**config.mk**
```make
export PLATFORM = sky130hd
export DESIGN_NAME = mac_acc_bank
export DESIGN_NICKNAME = d
export VERILOG_FILES = /design/src/rtl/mac_acc_pkg.sv /design/src/rtl/mac_acc_sat_add.sv /design/src/rtl/mac_acc_bank.sv
export SDC_FILE = /design/constraint.sdc
export NUM_CORES = 1
export LEC_CHECK = 0
export CORE_ASPECT_RATIO = 1.25
export CORE_MARGIN = 2
export CORE_UTILIZATION = 30
export DETAILED_ROUTE_END_ITERATION = 10
export PLACE_DENSITY = 0.49
export SLEW_MARGIN = 0
export SYNTH_ARGS = -nofsm -noshare
export SYNTH_HDL_FRONTEND = slang
export SYNTH_SLANG_ARGS = --single-unit
```
**constraint.sdc**
```tcl
create_clock -name clk -period 9 [get_ports clk]
set_input_delay 0.9 -clock clk [delete_from_list [all_inputs] [get_ports clk]]
set_output_delay 0.9 -clock clk [all_outputs]
set_load 0.02 [all_outputs]
```
**src/rtl/mac_acc_pkg.sv**
```systemverilog
// Shared types for the MAC accumulator bank: command op encoding and drain FSM states.
package mac_acc_pkg;

    typedef enum logic [1:0] {
        OP_ACC   = 2'b00,
        OP_LOAD  = 2'b01,
        OP_CLEAR = 2'b10,
        OP_NOP   = 2'b11
    } op_e;

    typedef enum logic {
        IDLE  = 1'b0,
        DRAIN = 1'b1
    } state_e;

endpackage

```
**src/rtl/mac_acc_sat_add.sv**
```systemverilog
// Combinational accumulator adder: ACC_W accumulator plus sign-extended DATA_W operand.
// Reports signed overflow; clamps to the ACC_W range when MAC_ACC_SAT_EN is defined,
// otherwise wraps modulo 2^ACC_W.
module mac_acc_sat_add #(
    parameter int DATA_W = 8,
    parameter int ACC_W  = 12
) (
    input  logic [ACC_W-1:0]  acc,
    input  logic [DATA_W-1:0] data,
    output logic [ACC_W-1:0]  sum,
    output logic              ovf
);

    localparam logic [ACC_W-1:0] ACC_MAX = {1'b0, {(ACC_W-1){1'b1}}};
    localparam logic [ACC_W-1:0] ACC_MIN = {1'b1, {(ACC_W-1){1'b0}}};

    logic [ACC_W:0] wide;

    // One guard bit: overflow when the guard and the ACC_W sign bit disagree
    always_comb begin
        wide = {acc[ACC_W-1], acc} + (ACC_W+1)'($signed(data));
        ovf  = wide[ACC_W] ^ wide[ACC_W-1];
`ifdef MAC_ACC_SAT_EN
        if (ovf) begin
            sum = wide[ACC_W] ? ACC_MIN : ACC_MAX;
        end else begin
            sum = wide[ACC_W-1:0];
        end
`else
        sum = wide[ACC_W-1:0];
`endif
    end

endmodule

```
**src/rtl/mac_acc_bank.sv**
```systemverilog
// Multi-channel signed accumulator bank with valid/ready command port and a
// flush-triggered drain sequencer streaming every channel over a valid/ready port.
// Optional build macro: MAC_ACC_SAT_EN (saturating accumulate instead of wrapping).
module mac_acc_bank
    import mac_acc_pkg::*;
#(
    parameter int DATA_W = 8,
    parameter int ACC_W  = 12,
    parameter int NUM_CH = 4,
    localparam int CH_W  = $clog2(NUM_CH)
) (
    input  logic              clk,
    input  logic              rst,
    input  logic              in_valid,
    output logic              in_ready,
    input  logic [CH_W-1:0]   in_ch,
    input  logic [1:0]        in_op,
    input  logic [DATA_W-1:0] in_data,
    input  logic              flush,
    output logic              out_valid,
    input  logic              out_ready,
    output logic [CH_W-1:0]   out_ch,
    output logic [ACC_W-1:0]  out_data,
    output logic              busy,
    output logic [NUM_CH-1:0] ovf
);

    localparam logic [CH_W-1:0] LAST_CH = CH_W'(NUM_CH - 1);

    state_e            state_q;
    logic [CH_W-1:0]   ptr_q;
    logic [ACC_W-1:0]  out_data_q;
    logic [ACC_W-1:0]  acc_q [NUM_CH];
    logic [ACC_W-1:0]  acc_d [NUM_CH];
    logic [NUM_CH-1:0] ovf_q;
    logic [NUM_CH-1:0] ovf_d;

    logic              fire;
    op_e               cmd_op;
    logic [ACC_W-1:0]  sel_acc;
    logic [ACC_W-1:0]  ext_data;
    logic [ACC_W-1:0]  add_sum;
    logic              add_ovf;
    logic [CH_W-1:0]   ptr_nxt;
    logic [ACC_W-1:0]  nxt_word;

    assign in_ready  = (state_q == IDLE);
    assign busy      = (state_q == DRAIN);
    assign out_valid = (state_q == DRAIN);
    assign out_ch    = ptr_q;
    assign out_data  = out_data_q;
    assign ovf       = ovf_q;

    assign fire     = in_valid && in_ready;
    assign cmd_op   = op_e'(in_op);
    assign ext_data = ACC_W'($signed(in_data));
    assign ptr_nxt  = ptr_q + 1'b1;

    // Channel mux feeding the shared adder, and the next word for the drain stream
    always_comb begin
        sel_acc  = '0;
        nxt_word = '0;
        for (int unsigned i = 0; i < NUM_CH; i++) begin
            if (in_ch == CH_W'(i)) begin
                sel_acc = acc_q[i];
            end
            if (ptr_nxt == CH_W'(i)) begin
                nxt_word = acc_q[i];
            end
        end
    end

    mac_acc_sat_add #(
        .DATA_W (DATA_W),
        .ACC_W  (ACC_W)
    ) u_add (
        .acc  (sel_acc),
        .data (in_data),
        .sum  (add_sum),
        .ovf  (add_ovf)
    );

    // Next-state of accumulators and overflow flags; out-of-range channels match no slot
    always_comb begin
        acc_d = acc_q;
        ovf_d = ovf_q;
        for (int unsigned i = 0; i < NUM_CH; i++) begin
            if (fire && in_ch == CH_W'(i)) begin
                case (cmd_op)
                    OP_ACC: begin
                        acc_d[i] = add_sum;
                        if (add_ovf) begin
                            ovf_d[i] = 1'b1;
                        end
                    end
                    OP_LOAD: begin
                        acc_d[i] = ext_data;
                        ovf_d[i] = 1'b0;
                    end
                    OP_CLEAR: begin
                        acc_d[i] = '0;
                        ovf_d[i] = 1'b0;
                    end
                    default: ;
                endcase
            end
        end
    end

    // Accumulator and sticky overflow storage
    always_ff @(posedge clk or posedge rst) begin
        if (rst) begin
            for (int unsigned i = 0; i < NUM_CH; i++) begin
                acc_q[i] <= '0;
            end
            ovf_q <= '0;
        end else begin
            acc_q <= acc_d;
            ovf_q <= ovf_d;
        end
    end

    // Drain sequencer; the first word is taken from acc_d so a same-cycle command is visible
    always_ff @(posedge clk or posedge rst) begin
        if (rst) begin
            state_q    <= IDLE;
            ptr_q      <= '0;
            out_data_q <= '0;
        end else begin
            case (state_q)
                IDLE: begin
                    if (flush) begin
                        state_q    <= DRAIN;
                        ptr_q      <= '0;
                        out_data_q <= acc_d[0];
                    end
                end
                DRAIN: begin
                    if (out_ready) begin
                        if (ptr_q == LAST_CH) begin
                            state_q    <= IDLE;
                            ptr_q      <= '0;
                            out_data_q <= '0;
                        end else begin
                            ptr_q      <= ptr_nxt;
                            out_data_q <= nxt_word;
                        end
                    end
                end
                default: begin
                    state_q <= IDLE;
                end
            endcase
        end
    end

endmodule
```
==> images/placement_by_type.png <==
Drawn at 3 px/um.
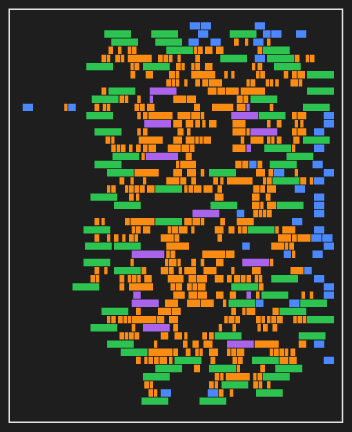
legend:
  flops:
    colour: green
    cells: 67
    share_of_their_area: 34%
  clock drivers and dummy loads:
    colour: purple
    cells: 16
    share_of_their_area: 6.4%
  combinational and other logic:
    colour: orange
    cells: 380
    share_of_their_area: 50%
  other buffers and delay cells:
    colour: blue
    cells: 45
    share_of_their_area: 8.8%
sequential share of cell area: 32.99%
final design area excluding fillers: 5082 um^2
Cell Rows: 48
Post-Route Utilization: 36.79%
Floorplan Core Area: 13810 um^2

==> reports/qor.yml <==
layout:
  largest_cell_class: "combinational gates"
  regArea_um2: 1677
  layout.cells.most_common_list: "87 x sky130_fd_sc_hd__a21oi_1, 79 x sky130_fd_sc_hd__nor2_1, 67 x sky130_fd_sc_hd__dfrtp_1"
  fraction_of_area_in_multi_input_gates_pct: 47.46
  finish.net_count: 542
  layout.non_clock_inverters: 9
  signal_buffer_area_fraction_pct: 8.469
  largest-register: "acc_q"
  final_cells: 683
  layout.clock_buffers: 11
  clk_share_pct: 6.105
  antenna_cells_inserted: 0
  lay_top_count: "sky130_fd_sc_hd__a21oi_1"
  nNonClkBuffers: 45
  drive_above_1_share_pct: 9.055
  comb.multi_input.count: 371
  n_sequential_cell: 67
  layout.area.comb_um2: 2412
  largest_register_ffs: 48
  area_growth_syn_to_layout_pct: 19.37
  fill_cells: 1392
synth:
  flop_cell: "sky130_fd_sc_hd__dfrtp_1"
  yosysChipArea_um2: 4258
  netlist_area_before_placement_um2: 4258
  syn-mean-instance-area_um2: 8.926
  synth.yosys.seq_area_share_pct: 39.38
  top_cells_by_area: "sky130_fd_sc_hd__dfrtp_1 39%, sky130_fd_sc_hd__a21oi_1 10%, sky130_fd_sc_hd__nor2_1 7.0%"
  asyncSetResetFlopFracSynth_pct: 100.0
  mux_area_share_pct: 6.347
  largest_area_cell: "sky130_fd_sc_hd__dfrtp_1"
  synth_flops: 67
  yosys_cell_count: 477
  synth.cellmix.compoundShare_pct: 23.63
  top_cells_by_count: "87 x sky130_fd_sc_hd__a21oi_1, 79 x sky130_fd_sc_hd__nor2_1, 67 x sky130_fd_sc_hd__dfrtp_1"
  synth-edff-count: 0
  mappedNetlistNets: 516
  xor_xnor_cell_area_share_of_the_yosys_netlist_pct: 2.645
  top_area_share_pct: 39.38
  simple_gate_area_share_pct: 17.40
  number_of_distinct_library_cell_variants_in_the_gate_level_netlist_after_synthesis: 52
  synthAdderAreaFrac_pct: 6.641
  post_synthesis_cells: 477
  yosysMostFrequentCell: "sky130_fd_sc_hd__a21oi_1"
  netlist_logic_family_top: "AND-OR/OR-AND gates"
  synth.yosys.warnings: 0
final_timing:
  hold_violations: 0
  final.setup_skew_ps: 6.576
  report.final.slew_viol_count: 0
  setup-violations-final: 0
  fin_setup_tns_ps: 0
  timing.max_slew.rel_slack_pct: 27.65
  final.period_utilization_pct: 48.71
  timing.final.ws_setup_ps: 4616
  timing.final.crit_period_ps: 4384
  grt_setup_unrepaired: "no"
  timing.hold.ws_ps: 491.7
  worst_pin_slew_ps: 1081
  max_freq_mhz: 228.1
critical_path:
  worst-setup-path-type: "in2reg"
  max_stage_delay_ps: 1120
  worstSetupEndpointType: "flip-flop"
  critical_path.endpoint: "out_data[8]"
  ff_to_ff_start: "acc_q[0]"
  crit_path_max_fanout: 16
  path_delay_family: "buffers and inverters"
  reg2regPathDepth: 10
  crit_path_start_kind: "input port"
  number_of_logic_stages_on_the_critical_path_including_buffering: 11
  crit_chain: "clkdlybuf4s50_1 > mux4_2 > ha_1 > fa_1 > a21o_1 > a221oi_2 > o21bai_1 > xnor2_1 > o21a_1 > or3_1 > a21oi_1"
  cp.required_ps: 9260
  crit_buf_inv: 1
  r2r_end: "out_data[8]"
  worst_setup_path_start: "in_ch[1]"
  worst_ep_arrival_time_ps: 4640
  reg2reg_slack_ps: 5860
  crit_path_top_delay_cell: "sky130_fd_sc_hd__clkdlybuf4s50_1"
placed_design:
  post_dp_cell_area_um2: 4772
  hpwlAfterDp_mm: 8.986
  dpl.cell_count: 667
  gp_routability_congestion: 0.8910
  io_buffer_count: 37
  place_worst_setup_slack_ps: 4297
cts:
  cts_hold_buffers: 0
  tritoncts_clock_tree: "done"
  cts_post_setup_buffers_inserted: 0
  ctsResizeCount: 0
  clock_insertion_delay_worst_skew_ps: 330
  cts.clk_slew.worst_paths_ps: 60
  clock-sinks: 67
  cts.root.buffer_cell: "sky130_fd_sc_hd__clkbuf_16"
  cts-buffers-inserted: 9
  cts_max_level: 3
  clock_tree.buffer_depth: 2
detailed_routing:
  wirelength_mm: 13.09
  ant_nets: 0
  route.detailed.vias_per_inst: 5.477
  post_drt_wl_per_cell_um: 19.17
  drtIter0Drc: 304
  routed-wl-met3_um: 871
  routed-wl-met2_mm: 6.261
  top_layer: "met4"
  drc_errors: 0
  firstDrtPassIters: 4
  wl_met1_mm: 5.685
power:
  power.combinational.total_mw: 1.00
  post-layout-total-power_mw: 1.944
  clk-power_uw: 372
  powerSeq_uw: 569
  total_switching_power_uw: 836.7
  power_switching_share_pct: 43.05
  power_density_nw_per_um2: 382.4
  clock_power_share_pct: 19.1
  largestPowerGroup: "combinational logic"
  power.share.combinational_pct: 51.6
  sequentialPowerShare_pct: 29.3
  vdd_ir_drop_max_uv: 140.4
  power_report.internal_total_mw: 1.107
  p_leak_nw: 2.069
worst_hold_path:
  holdCritStartpoint: "out_data[7]"
  hold-path-cell-count: 1
  worst_hold_path_type: "reg2reg"
  hold_end: "out_data[7]"
global_routing:
  grt_max_degree: 68
  global_route.usage.total_pct: 17.65
  global_route.peak_usage_layer: "met2"
  grt_overflow: 0
  grt_util_met3_pct: 3.300
  grt_antenna_before_repair: 0
  globalRouteMet2Util_pct: 29.31
  first_global_vias: 3480
  grt_first_pass_wirelength_mm: 20.49
die:
  ios: 38
  chipArea_um2: 15170
  nWellTaps: 175
  die_h_um: 137.2
  die_width_um: 110.6
  initial_core_util_pct: 30.82
status:
  status: "finished clean"
run:
  number_of_maximum_capacitance_constraint_violations: 0
  log.warning_count: 33
==> images/layer_met1.png <==
Drawn at 3 px/um. Supply wires on this layer in grey. Cells faint in the background.
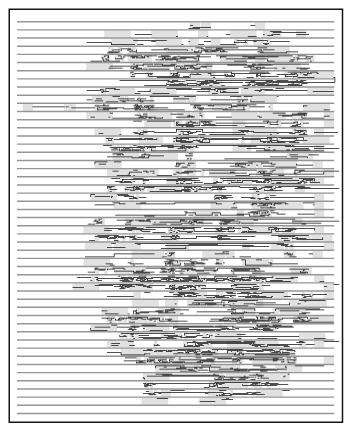
nets with wire on the layer: 494
longest straight run: 49.7 um
share of all routed wire: 43%
wire length on this layer: 5690 um
Global Route met1 Usage: 23.25%
total via count after detailed routing: 3741

Power is estimated from default activity; no workload was simulated.
